$ cat config.mk
export PLATFORM = sky130hd
export DESIGN_NAME = seq_divider32
export DESIGN_NICKNAME = d
export VERILOG_FILES = /design/src/rtl/seq_divider32.sv
export SDC_FILE = /design/constraint.sdc
export NUM_CORES = 1
export LEC_CHECK = 0
export ABC_AREA = 1
export CAP_MARGIN = 30
export CORE_MARGIN = 2
export CORE_UTILIZATION = 61
export DETAILED_ROUTE_END_ITERATION = 12
export HOLD_SLACK_MARGIN = 0.08
export PLACE_DENSITY_LB_ADDON = 0.08
export SLEW_MARGIN = 0
export SYNTH_ARGS = -nofsm -noshare
export SYNTH_HDL_FRONTEND = slang
export SYNTH_SLANG_ARGS = --single-unit
$ cat constraint.sdc
create_clock -name clk -period 4.4 [get_ports clk]
set_clock_uncertainty 0.1 [all_clocks]
set_input_delay 1.32 -clock clk [delete_from_list [all_inputs] [get_ports clk]]
set_output_delay 1.32 -clock clk [all_outputs]
set_load 0.005 [all_outputs]
$ cat src/rtl/seq_divider32.sv
// seq_divider32: radix-2 restoring divider, one quotient bit per clock (optional SIGNED_DIV_EN adds is_signed).
// Latency: result valid WIDTH+1 cycles after the acceptance edge; divide-by-zero result valid 1 cycle after.
// Backpressure: in_ready only in IDLE; result held in DONE until out_ready, no input queuing.
module seq_divider32 #(
  parameter int WIDTH = 32
) (
  input  logic             clk,
  input  logic             rst_n,
  input  logic             in_valid,
  output logic             in_ready,
  input  logic [WIDTH-1:0] dividend,
  input  logic [WIDTH-1:0] divisor,
`ifdef SIGNED_DIV_EN
  input  logic             is_signed,
`endif
  output logic             out_valid,
  input  logic             out_ready,
  output logic [WIDTH-1:0] quotient,
  output logic [WIDTH-1:0] remainder,
  output logic             div_by_zero,
  output logic             busy
);

  localparam int CW = $clog2(WIDTH) + 1;

  typedef enum logic [1:0] {IDLE, CALC, DONE} state_t;

  state_t           state_q;
  logic [CW-1:0]    cnt_q;
  // Stored partial remainder is always below the divisor, so its (WIDTH+1)th bit
  // is implicitly zero; only the shifted trial value needs the extra bit.
  logic [WIDTH-1:0] rem_q;
  logic [WIDTH-1:0] quo_q;
  logic [WIDTH-1:0] dvs_q;
  logic             zero_pend_q;
  logic [WIDTH-1:0] quotient_q;
  logic [WIDTH-1:0] remainder_q;
  logic             dbz_q;
`ifdef SIGNED_DIV_EN
  logic             qneg_q;
  logic             rneg_q;
`endif

  logic [WIDTH:0]   r_sh_d;
  logic [WIDTH:0]   trial_d;
  logic [WIDTH-1:0] a_mag_d;
  logic [WIDTH-1:0] b_mag_d;
  logic [WIDTH-1:0] quo_fix_d;
  logic [WIDTH-1:0] rem_fix_d;

  // Operand magnitudes presented to the unsigned core at acceptance
  always_comb begin
    a_mag_d = dividend;
    b_mag_d = divisor;
`ifdef SIGNED_DIV_EN
    if (is_signed && dividend[WIDTH-1]) a_mag_d = -dividend;
    if (is_signed && divisor[WIDTH-1])  b_mag_d = -divisor;
`endif
  end

  // One restoring step: shift in next dividend bit, trial-subtract divisor as add of its complement
  always_comb begin
    r_sh_d  = {rem_q, quo_q[WIDTH-1]};
    trial_d = r_sh_d + {1'b1, ~dvs_q} + {{WIDTH{1'b0}}, 1'b1};
  end

  // Sign correction applied as the result is loaded into the output registers
  always_comb begin
    quo_fix_d = quo_q;
    rem_fix_d = rem_q;
`ifdef SIGNED_DIV_EN
    if (qneg_q) quo_fix_d = -quo_q;
    if (rneg_q) rem_fix_d = -rem_q;
`endif
  end

  // Control FSM and datapath registers
  always_ff @(posedge clk or negedge rst_n) begin
    if (!rst_n) begin
      state_q     <= IDLE;
      cnt_q       <= '0;
      rem_q       <= '0;
      quo_q       <= '0;
      dvs_q       <= '0;
      zero_pend_q <= 1'b0;
      quotient_q  <= '0;
      remainder_q <= '0;
      dbz_q       <= 1'b0;
`ifdef SIGNED_DIV_EN
      qneg_q      <= 1'b0;
      rneg_q      <= 1'b0;
`endif
    end else begin
      case (state_q)
        IDLE: begin
          if (in_valid) begin
            // A zero divisor keeps the raw dividend so it can be returned as the remainder
            zero_pend_q <= (divisor == '0);
            quo_q       <= (divisor == '0) ? dividend : a_mag_d;
            dvs_q       <= b_mag_d;
            rem_q       <= '0;
            cnt_q       <= '0;
`ifdef SIGNED_DIV_EN
            qneg_q      <= is_signed & (dividend[WIDTH-1] ^ divisor[WIDTH-1]);
            rneg_q      <= is_signed & dividend[WIDTH-1];
`endif
            state_q     <= CALC;
          end
        end
        CALC: begin
          if (zero_pend_q) begin
            quotient_q  <= '1;
            remainder_q <= quo_q;
            dbz_q       <= 1'b1;
            state_q     <= DONE;
          end else if (cnt_q == CW'(WIDTH)) begin
            quotient_q  <= quo_fix_d;
            remainder_q <= rem_fix_d;
            dbz_q       <= 1'b0;
            state_q     <= DONE;
          end else begin
            quo_q <= {quo_q[WIDTH-2:0], ~trial_d[WIDTH]};
            rem_q <= trial_d[WIDTH] ? r_sh_d[WIDTH-1:0] : trial_d[WIDTH-1:0];
            cnt_q <= cnt_q + CW'(1);
          end
        end
        DONE: begin
          if (out_ready) state_q <= IDLE;
        end
        default: state_q <= IDLE;
      endcase
    end
  end

  assign in_ready    = (state_q == IDLE);
  assign out_valid   = (state_q == DONE);
  assign busy        = (state_q != IDLE);
  assign quotient    = quotient_q;
  assign remainder   = remainder_q;
  assign div_by_zero = dbz_q;

endmodule

==> run_1/power_grid.png <==
Drawn at 4 px/um. Pins as bars on the die edge.
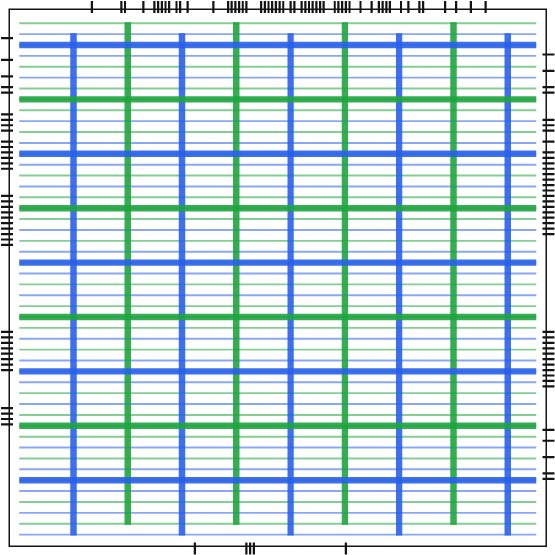
Key: blue = VSS; green = VDD
48 met1 rails follow the rows. The core has 47 rows. 9 straps on met5. 136 signal pins sit on the boundary. 9 straps on met4.

==> run_1/metal_density.png <==
Drawn at 3 px/um. 27 x 27 tiles, from dark purple (low) to yellow (high), scaled to the fullest tile. Values are wire area over tile area, all layers added.
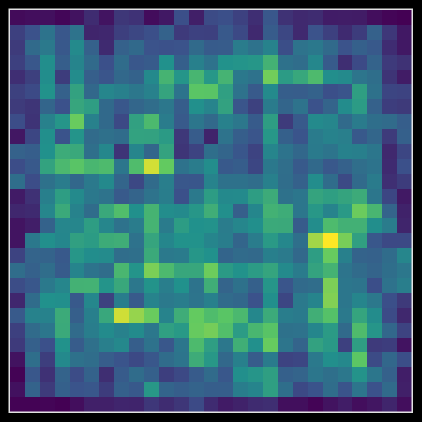
1.2% of the tiles are nearly empty. 22% of the tiles are over half the peak. The mean over all tiles is 0.26. The fullest tile reaches 0.71.

==> run_1/placement.png <==
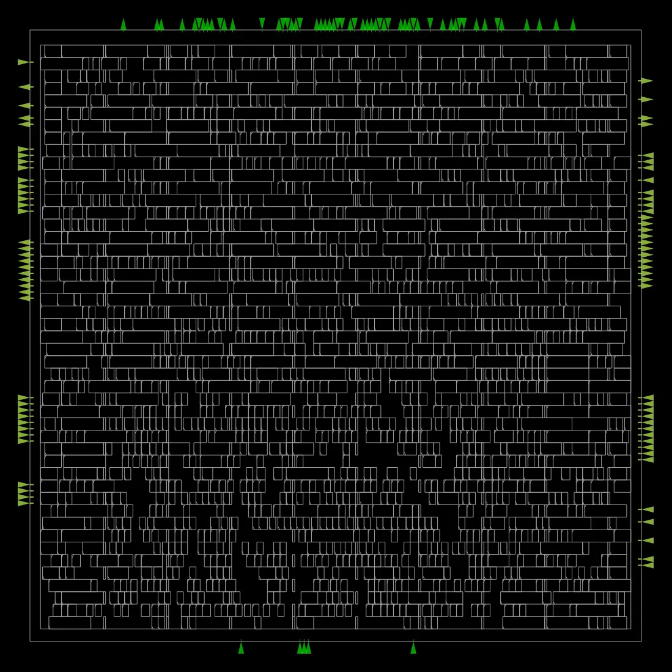
fill count: 1332
Final Util: 0.749

==> deck_impl_summary.md, run 1 <==
Physical Implementation Snapshot

Logic synthesis
  – Commonest flop: dfrtp_1
  – Synth flops: about 170
  – Top area cell types: dfrtp_1 41%, nand2_1 21%, inv_1 7.8%, ha_1 4.1%, nor2_1 4.0%
  – Syn Nets: 1582
  – Seq/Total Area, Yosys: 0.413
  – Largest area contributor in the netlist: dfrtp_1
  – Cell variety after synth: 41
  – Mapped Area: 10300 um2
  – AND-OR/OR-AND Cells, Area Fraction: 0.0924
  – Yosys xor share: 0.00851
  – Mux share: 0
  – Ys async rst share: 1.00
  – Dominant comb cell: simple AND/OR/NAND/NOR gates
  – Yosys warnings: 0
  – Basic Gates by Area: 0.337

Worst setup path
  – Delay of the slowest cell on the worst path: 700 ps
  – R2R Path Start: zero_pend_q
  – Delay-heaviest family, CP: buffers and inverters
  – WS Path Type: reg -> reg
  – Slowest cell on the critical path: clkinv_1
  – Worst R2R End: cnt_q[2]
  – CP Buf/Inv Count: 2
  – Worst EP arrival: 3560 ps
  – Reg2Reg Depth: 7
  – Max FO, Critical Path: 34
  – Crit path DRT: 4590 ps

Placement
  – Port Buffers: 135
  – Detailed placement HPWL: 21.2 mm
  – Placed insts: ~1800

Timing
  – Setup WS post-layout: 1030 ps
  – Min Hold Slack: 383 ps
  – Final setup viols: 0
  – RSZ-0062 raised after global routing: no
  – Peak Freq: 297 MHz
  – Final setup TNS: 0 ps
  – Tmin final: 3370 ps
  – Final Cycle Share: 0.765
  – Final Hold Fails: 0
  – Worst-margin pin slew: 1010 ps
  – Worst-case headroom to the max-slew limit: 0.329

Power
  – Maximum VDD drop: 0.455 mV
  – P_leak: 0.00655 uW

Global routing
  – Number of global-route vias before repair: 9364
  – Tot GR Track Use: 0.330
  – Initial antenna violation count: 0
  – Remaining Overflow, GRT: 0

Run
  – Tool warnings: 27

Worst hold path
  – Hold endpoint: quotient[6]
  – Hold Crit Depth: 2
  – Worst hold path type: reg -> reg
  – HP Start: quotient[6]

Final layout
  – FF/Latch Area: 4260 um2
  – Comb area: 4970 um2
  – Most frequent cells in the layout: 585 x nand2_1, 213 x inv_1, 169 x dfrtp_1
  – Commonest Layout Cell: nand2_1
  – Final net count: ~1700

Floorplanning
  – IO Pins: 136
  – Row Count: 47
  – Core box area: approximately 17000 um2
  – Die area: 17900 um2
  – Die height: 134 um
  – Initial core utilization: 0.623

CTS
  – CTS buffer count: 17
  – TritonCTS clock tree: done
  – CTS max path bufs: 2
  – H-tree levels: 4
  – CTS clk-pin slew, worst paths: around 70 ps
  – Clk_lat worst skew: 440 ps

Routing
  – Via density: between 5 and 6
  – First DRT Iteration DRCs: slightly below 900
  – DR WL/cell: 15.7 um
  – DRT Pass-1 Iters: 5
  – DRT antenna net count: 0

Run status
  – Status: finished, final reports clean
[run 1: sequential cells by signal, summed over array words and instances (netlist names)]
name         cells
cnt_q            6
div_by_zero      1
dvs_q           32
quo_fix_d       32
quotient        32
rem_fix_d       32
remainder       32
state_q          2
zero_pend_q      1
[run 1: cells by family after synthesis]
logic type,Yosys count
buf+inv,274
simple gates,833
compound gates,157
flops,170
fa+ha+maj,35
xor+xnor,10
[run 1: through the flow]
stage                     total power (uW)  area (um2)   util
after floorplan                       7760       10300      -
after global placement                9450       11800  0.712
after detailed placement              9640       11800  0.712
after global routing                 12400       12400  0.749
after CTS                            11300       12400  0.749
final                                11300       12400  0.749
[run 1: cell usage after synthesis (9+ instances only)]
cell type	count
o211ai_1	10
clkbuf_1	30
nand4_1	12
nor2_1	109
nand2_2	18
nand2_1	585
a21oi_1	19
o21ai_0	56
dfrtp_1	170
xnor2_1	9
nand3_1	67
inv_1	215
buf_2	17
a22oi_1	21
nand3b_1	10
a31oi_1	43
ha_1	34
[run 1: worst max-delay path by stage]
stage	start	end	slack (ps)	depth (start not counted)
6_report	zero_pend_q	cnt_q[2]	1030	7
2_1_floorplan	in_valid	cnt_q[0]	1940	8
3_3_place_gp	in_valid	cnt_q[3]	780	7
3_5_place_dp	in_valid	cnt_q[2]	760	7
4_1_cts	zero_pend_q	cnt_q[1]	1110	6
5_1_grt	zero_pend_q	cnt_q[3]	700	7
[run 1: metal layers]
layer,global-route usage,wire length (um),up-vias
met2,0.555,13800,414
met3,0.0533,1880,80
met4,0.147,1160,0
li1,-,-,4821
met5,0,0,-
met1,0.423,11800,4524
[run 1: worst register-to-register path, cell delays in order (launching register included)]
cell      delay, ps
dfrtp_2         360
clkinv_1        700
nand2_1         460
nor2_4           70
nor2_4          470
clkinv_1        700
a21oi_1         310
nor3_1           70
[run 1: layout make-up]
type / instances / area share
inverters: 220 / 0.0668
well taps: 220 / 0.0223
clock buffers: 17 / 0.0344
flip-flops and latches: 170 / 0.344
repair buffers: 144 / 0.116
multi-input cells: 1035 / 0.402
clock inverters: 14 / 0.0152
[run 1: power breakdown]
part	internal, uW	switching (uW)	total [uW]
clock network	906	675	1580
logic	2540	4340	6880
registers	2260	615	2880
==> run 2: changes to the inputs <==
--- a/config.mk
+++ b/config.mk
@@ -8,7 +8,7 @@
 export ABC_AREA = 1
 export CAP_MARGIN = 30
 export CORE_MARGIN = 2
-export CORE_UTILIZATION = 61
+export CORE_UTILIZATION = 51
 export DETAILED_ROUTE_END_ITERATION = 12
 export HOLD_SLACK_MARGIN = 0.08
 export PLACE_DENSITY_LB_ADDON = 0.08
==> constraint.sdc (replaced) <==
create_clock -name clk -period 2.75 [get_ports clk]
set_clock_uncertainty 0.1 [all_clocks]
set_input_delay 0.825 -clock clk [delete_from_list [all_inputs] [get_ports clk]]
set_output_delay 0.825 -clock clk [all_outputs]
set_load 0.005 [all_outputs]
==> deck_impl_summary.md, run 2 <==
Physical Implementation Snapshot

Run status
  – Status: finished, final reports clean

Worst hold path
  – Worst hold path type: in -> async

Logic synthesis
  – Top area cell types: dfrtp_1 41%, nand2_1 21%, inv_1 7.8%, ha_1 4.1%, nor2_1 4.0%
  – Number of enable flip-flop cells: 0
  – Commonest flop: dfrtp_1
  – Top-area cell type share of the netlist area: 0.413
  – Mapped Area: between 10000 and 15000 um2
  – Synthesized instance count: approximately 1500
  – Syn Nets: roughly 1600
  – Seq/Total Area, Yosys: 0.413
  – Syn_area_per_cell: 6.96 um2
  – Cell count listed in synth_stat.txt: 1479
  – Yosys warnings: 0
  – Most common cell in the netlist: nand2_1
  – Largest area contributor in the netlist: dfrtp_1
  – Ys async rst share: 1.00
  – Cell variety after synth: between 40 and 50
  – Synth flops: 170
  – Top cells by count: 585 x nand2_1, 215 x inv_1, 170 x dfrtp_1, 109 x nor2_1, 67 x nand3_1
  – Yosys stat area: between 10000 and 15000 um2

Global routing
  – Number of global-route vias before repair: 9269
  – Pin count of the biggest net entering global routing: 74
  – Tot GR Track Use: 0.283
  – First-pass GRT wire length: 48.4 mm
  – Initial antenna violation count: 0
  – Remaining Overflow, GRT: 0

Timing
  – Final Hold Fails: 0
  – Worst-margin pin slew: 571 ps
  – Final setup TNS: 0 ps
  – RSZ-0062 raised after global routing: no
  – Slew Viols, Final: 0
  – Final Cycle Share: 0.914
  – Peak Freq: 398 MHz
  – Min Hold Slack: around 250 ps
  – Worst-case headroom to the max-slew limit: 0.616
  – Final setup viols: 0
  – Tmin final: 2510 ps

Power
  – P_leak: 0.00664 uW
  – Pwr dens: ~1500 nW/um2
  – Total chip power: 18400 uW
  – Maximum VDD drop: 0.654 mV

Final layout
  – Post-synthesis to final-layout area growth: 22.6%
  – Fill count: 1900
  – Final net count: approximately 1700
  – Fraction of final layout cells sized beyond drive strength 1: 0.0662
  – Diodes inserted: 0
  – Most frequent cells in the layout: 585 x nand2_1, 212 x inv_1, 169 x dfrtp_1
  – Commonest Layout Cell: nand2_1

Routing
  – DR WL met3: roughly 1.5 mm
  – # DRC: 0
  – Top routing layer in use: met4
  – Met2 WL post-DR: 14.0 mm
  – DRT Pass-1 Iters: 6
  – WL met1: roughly 13 mm
  – Detailed Route WL: 29.6 mm
  – Vias: 9674
  – DR WL/cell: 15.7 um
  – Via density: 5.14
  – DRT antenna net count: 0
  – First DRT Iteration DRCs: 624

Placement
  – Detailed placement HPWL: 22.1 mm
  – Port Buffers: 135
  – Gpl congestion: 0.962

CTS
  – CTS clk-pin slew, worst paths: 80 ps
  – CTS buffer count: 17
  – Clk_lat worst skew: 430 ps
  – Hold buffer count at CTS: 0
  – # clock sinks: ~170
  – H-tree levels: 4
  – CTS max path bufs: 2
  – TritonCTS clock tree: done
  – Root Buffer Master: clkbuf_16
  – Setup Buffers After CTS: 0

Worst setup path
  – Crit path DRT: 2970 ps
  – Worst EP arrival: 2730 ps
  – Most used cell, CP: nand2_1
  – Cell Chain, Critical Path: ha_1 -> nand2_1 -> nor2_1 -> inv_1 -> nor2_1 -> nand4_1 -> nand4_1 -> nand2_1 -> inv_1 -> nand2_1 -> nand2_1 -> nand2_1
  – Crit start category: register
  – Max FO, Critical Path: 5
  – Delay of the slowest cell on the worst path: 460 ps
  – R2R setup slack: around 240 ps
  – Type of element capturing the critical path: register
  – WS Path Type: reg -> reg
  – Slowest cell on the critical path: dfrtp_1

Floorplanning
  – Die width: around 150 um
  – Die area: roughly 21000 um2
  – IO Pins: 136
  – Row Count: 51
  – Initial core utilization: 0.523
  – Core box area: 19700 um2
  – Die height: ~150 um

Run
  – Max-Cap Viols: 0
  – Tool warnings: 27
==> run 2: cell count changes in the layout (fill, tap and decap cells not counted), sizes merged <==
cell	before	now
buf	10	26
bufinv	3	1
inv	222	224
nand2	609	610
==> run 2: repair_timing <==
item,in CTS,in global routing
endpoints found under the setup margin,0,31
resized,0,7
endpoints found under the hold margin,0,0
==> run 2: per-stage QoR <==
step / worst slack, ps / std cells / utilization / instance area (um2)
after detailed placement: 122 / 1850 / 0.610 / 12000
final: 237 / 1882 / 0.642 / 12600
after global placement: 207 / 1850 / 0.610 / 12000
after CTS: 83.1 / 1881 / 0.640 / 12600
after floorplan: 388 / 1479 / - / 10300
after global routing: 10.7 / 1882 / 0.642 / 12600
==> run 2: cells by family (layout without fill, tap and decap cells) <==
group / after synthesis / after routing / share of synthesized area
AND-OR/OR-AND: 157 / 157 / 0.0924
XOR/XNOR: 10 / 10 / 0.00851
adder cells (fa/ha/maj): 35 / 35 / 0.0433
buffers and inverters: 274 / 411 / 0.105
flip-flops: 170 / 170 / 0.413
AND/OR/NAND/NOR: 833 / 834 / 0.337
==> run 2: power breakdown <==
part | total (uW) | internal [uW] | switching, uW
clock network | 2430 | 1290 | 1140
logic | 11400 | 4250 | 7130
registers | 4580 | 3620 | 960
total | 18400 | 9150 | 9230
==> run 2: per-layer routing <==
layer,GRT usage,vias up
met5,0,-
met4,0.0879,0
met3,0.0431,42
met2,0.465,265
met1,0.388,4504
li1,-,4863
==> run 2: cell type report <==
class | instances | area (um2) | area share
sequential | 170 | 4260 | 0.337
inverter | 220 | 826 | 0.0655
timing repair buffer | 160 | 1610 | 0.128
clock buffer | 17 | 425 | 0.0337
clock inverter | 14 | 161 | 0.0128
tap | 265 | 332 | 0.0263
multi-input combinational | 1036 | 5010 | 0.397
==> run 2: worst max-delay path, delay by kind of cell (launching register included) <==
kind	cells	cell delay [ps]
AND/OR/NAND/NOR	9	1290
adder cells (fa/ha/maj)	1	420
buffers and inverters	2	140
flip-flops	1	460
==> run 2: worst paths after layout <==
kind | from | to | cells after the start
worst max-delay path | rem_fix_d[17] | rem_fix_d[19] | 12
worst min-delay path | rst_n | dvs_q[18] | 1
worst max register to register | rem_fix_d[17] | rem_fix_d[19] | 12
worst min register to register | div_by_zero | div_by_zero | 2
max in group asynchronous | rst_n | remainder[5] | 2
min in group clk | div_by_zero | div_by_zero | 2
==> run_2/placement.png <==
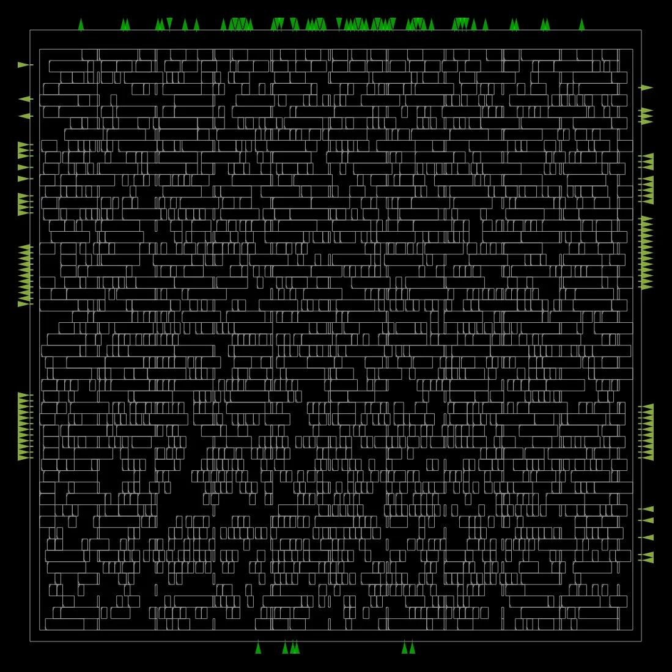
seq_cells: 170
Seq area share: 0.337

==> run_2/detail.png <==
Region (48, 77) to (98, 127) um. Cells in grey, sequential cells in the stronger grey; small squares are vias.
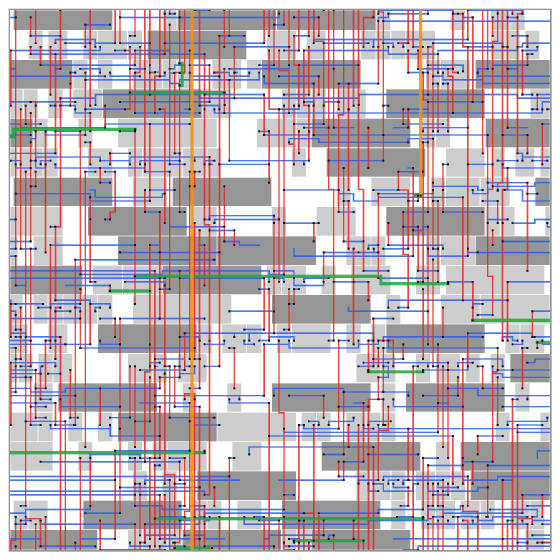
Key: red = metal 2; green = metal 3; blue = metal 1; orange = metal 4
Sequential cells in the window: 37. 203 logic cells have their middle in the window. Netlist names of flops here include remainder (11), quo_fix_d (9), rem_fix_d (9). Most frequent: nand2_1 (67), dfrtp_1 (37), nor2_1 (22).

==> run_2/sizes.png <==
Drawn at 2 px/um.
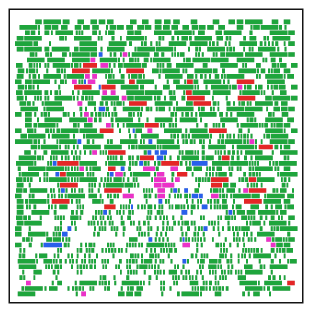
Key: red = _6 and larger [cells 35, most used clkbuf_16]; blue = _2 cells [cells 35, most used nand2_2]; green = _0 and _1 cells [cells 1510, most used nand2_1]; magenta = _3 and _4 cells [cells 37, most used buf_4]

==> run 3: changes to the inputs <==
--- a/config.mk
+++ b/config.mk
@@ -9,10 +9,11 @@
 export CAP_MARGIN = 30
 export CORE_MARGIN = 2
 export CORE_UTILIZATION = 51
+export CTS_CLUSTER_DIAMETER = 30
 export DETAILED_ROUTE_END_ITERATION = 12
 export HOLD_SLACK_MARGIN = 0.08
-export PLACE_DENSITY_LB_ADDON = 0.08
-export SLEW_MARGIN = 0
+export PLACE_DENSITY = 0.9
+export SLEW_MARGIN = 20
 export SYNTH_ARGS = -nofsm -noshare
 export SYNTH_HDL_FRONTEND = slang
 export SYNTH_SLANG_ARGS = --single-unit
==> run_3/metal_density.png <==
Drawn at 2 px/um. 29 x 29 tiles, from dark purple (low) to yellow (high), scaled to the fullest tile. Values are wire area over tile area, all layers added.
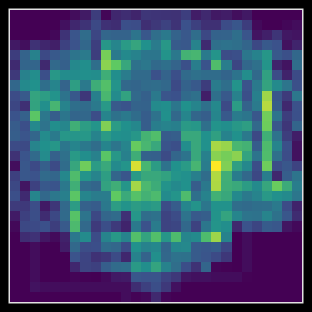
14% of the tiles are nearly empty. 19% of the tiles are over half the peak. The mean over all tiles is 0.23. The fullest tile reaches 0.74.

==> run_3/power_grid.png <==
Drawn at 3 px/um. Pins as bars on the die edge.
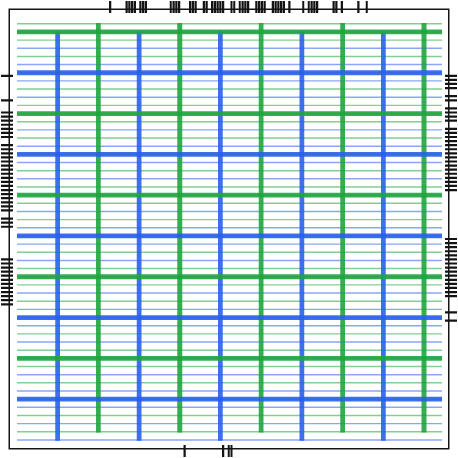
Key: blue = VSS; green = VDD
52 met1 rails follow the rows. 136 signal pins sit on the boundary. 10 straps on met5. The core has 51 rows.

==> run_3/sizes.png <==
Drawn at 2 px/um.
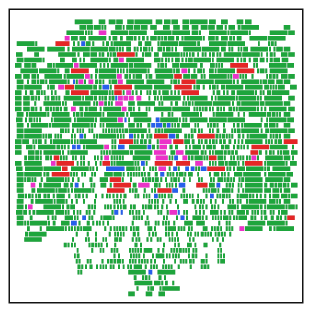
Key: magenta = _3 and _4 cells [cells 39, most used buf_4]; green = _0 and _1 cells [cells 1509, most used nand2_1]; red = _6 and larger [cells 36, most used clkbuf_16]; blue = _2 cells [cells 37, most used nand2_2]

==> deck_impl_summary.md, run 3 <==
Physical Implementation Snapshot

Logic synthesis
  – Cell count listed in synth_stat.txt: 1479
  – Seq/Total Area, Yosys: 0.413
  – Syn Nets: between 1500 and 2000
  – Commonest flop: dfrtp_1
  – Synth flops: 170
  – Number of enable flip-flop cells: 0
  – Mapped Area: 10300 um2
  – Yosys warnings: 0
  – Yosys stat area: around 10000 um2
  – Cell variety after synth: approximately 41
  – Top area cell types: dfrtp_1 41%, nand2_1 21%, inv_1 7.8%, ha_1 4.1%, nor2_1 4.0%
  – Syn_area_per_cell: slightly below 7 um2
  – Top-area cell type share of the netlist area: 0.413
  – Synthesized instance count: 1479
  – Largest area contributor in the netlist: dfrtp_1

Run
  – Max-Cap Viols: 0
  – Tool warnings: 27

Power
  – Clock share of power: 0.129
  – P_int: 9140 uW
  – Maximum VDD drop: 0.844 mV
  – Total chip power: 18500 uW
  – Sw Ratio: 0.506
  – Net load switching power: 9380 uW
  – Combinational power share: 0.622
  – Seq pwr share: 0.248
  – Pwr dens: ~1500 nW/um2
  – P_leak: roughly 0.0067 uW

Worst setup path
  – WS Path Type: reg -> reg
  – Type of element capturing the critical path: register
  – Delay of the slowest cell on the worst path: 410 ps
  – Max FO, Critical Path: 18
  – Worst EP arrival: 2850 ps
  – CP Buf/Inv Count: 2
  – Crit path DRT: 3020 ps
  – Cell Chain, Critical Path: inv_2 -> ha_1 -> inv_1 -> fa_1 -> nand2_1 -> nand2_1 -> nand3_2 -> nand2_2 -> nand2_2 -> nand2_2 -> nand2_4 -> nand2_4 -> nand2_8 -> nand3_2 -> nand2_1 -> nand2_1 -> nand2_1
  – Slowest cell on the critical path: dfrtp_1
  – Crit start category: register
  – Delay-heaviest family, CP: simple AND/OR/NAND/NOR gates
  – Most used cell, CP: nand2_1

CTS
  – Clk_lat worst skew: 440 ps
  – CTS buffer count: 17
  – TritonCTS clock tree: done
  – Root Buffer Master: clkbuf_16
  – Hold buffer count at CTS: 0
  – # clock sinks: 170
  – H-tree levels: 4
  – CTS max path bufs: 2
  – CTS clk-pin slew, worst paths: around 70 ps

Global routing
  – Number of global-route vias before repair: roughly 9700
  – First-pass GRT wire length: just under 50 mm
  – Tot GR Track Use: 0.280
  – Initial antenna violation count: 0
  – Remaining Overflow, GRT: 0
  – Pin count of the biggest net entering global routing: 67

Routing
  – # DRC: 0
  – WL met1: 12.5 mm
  – Met2 WL post-DR: 14.0 mm
  – DRT Pass-1 Iters: 6
  – DRT antenna net count: 0
  – Top routing layer in use: met4
  – DR WL met3: approximately 1.9 mm
  – Via density: about 5.3
  – Vias: 9984
  – DR WL/cell: 15.7 um
  – First DRT Iteration DRCs: 843
  – Detailed Route WL: roughly 30 mm

Final layout
  – Post-synthesis to final-layout area growth: 22.9%
  – Fraction of final layout cells sized beyond drive strength 1: 0.0691
  – Final net count: 1711
  – Cell area after layout: around 13000 um2
  – Most frequent cells in the layout: 583 x nand2_1, 212 x inv_1, 169 x dfrtp_1
  – Commonest Layout Cell: nand2_1
  – Fill count: 1674
  – Diodes inserted: 0
  – Final Util: 0.643

Floorplanning
  – Initial core utilization: 0.523
  – Die area: roughly 21000 um2
  – Core box area: between 15000 and 20000 um2
  – IO Pins: roughly 140
  – Die width: between 100 and 150 um

Timing
  – Worst-margin pin slew: 662 ps
  – Slew Viols, Final: 0
  – Peak Freq: 388 MHz
  – Setup WS post-layout: 172 ps
  – Worst-case headroom to the max-slew limit: 0.554
  – Final Cycle Share: 0.938
  – Tmin final: 2580 ps
  – Final setup TNS: 0 ps

Worst hold path
  – Worst hold path type: in -> async

Placement
  – Gpl congestion: 0.940
  – Port Buffers: 135
  – DP Area: roughly 12000 um2
  – Worst slack at placement: -98.2 ps

Run status
  – Status: finished, final reports clean
run 3: cell counts after synthesis:
Identical to the previous run, type by type.
run 3: final cells by class:
| cell class | count | area (um2) | area share |
|---|---|---|---|
| inverter | 220 | 826 | 0.0653 |
| timing repair buffer | 162 | 1600 | 0.127 |
| clock buffer | 18 | 439 | 0.0347 |
| multi-input combinational | 1037 | 5040 | 0.399 |
| clock inverter | 14 | 148 | 0.0117 |
| tap | 265 | 332 | 0.0262 |
| sequential | 170 | 4260 | 0.337 |
run 3: logic make-up after synthesis:
logic type	synth area share
flops	0.413
compound gates	0.0924
xor+xnor	0.00851
simple gates	0.337
fa+ha+maj	0.0433
buf+inv	0.105
run 3: power groups by stage:
stage	registers (uW)	clock network (uW)	logic, uW
floorplan	4280	0	8140
global placement	4540	0	10700
detailed placement	4570	0	11000
CTS	4560	2410	11100
global route	4700	2520	13100
finish	4600	2390	11500
run 3: path summary, 6_finish.rpt:
kind	to	startpoint	slack, ps	depth (start not counted)
setup reg to reg	rem_fix_d[28]	quo_fix_d[31]	170	17
min in group clk	div_by_zero	div_by_zero	380	2
max in group asynchronous	dvs_q[27]	rst_n	1650	2
hold / removal	dvs_q[14]	rst_n	250	1
hold reg to reg	div_by_zero	div_by_zero	380	2
setup / recovery	rem_fix_d[28]	quo_fix_d[31]	170	17
run 3: per-stage QoR:
step | hold slack, ps | instances
2_1_floorplan | 353 | 1479
3_3_place_gp | 361 | 1851
3_5_place_dp | 366 | 1851
4_1_cts | 267 | 1883
5_1_grt | 287 | 1886
6_report | 252 | 1886
run 3: repair_timing:
item                       4_1_cts  5_1_grt
setup buffers                    0        1
setup endpoints to repair        0       33
resized                          0       11
run 3: metal layers:
| metal | vias up | track usage |
|---|---|---|
| met5 | - | 0 |
| met4 | 0 | 0.121 |
| met3 | 83 | 0.0453 |
| met2 | 413 | 0.466 |
| met1 | 4604 | 0.363 |
| li1 | 4884 | - |
run 3: worst reg2reg max path: cells and delay by family, from the launching register on:
kind	cells	cell delay, ps
adders and majority gates	2	540
and+or+nand+nor	13	1310
buffers and inverters	2	170
DFF	1	410
No activity file was given, so power comes from the tool's default toggle rates.
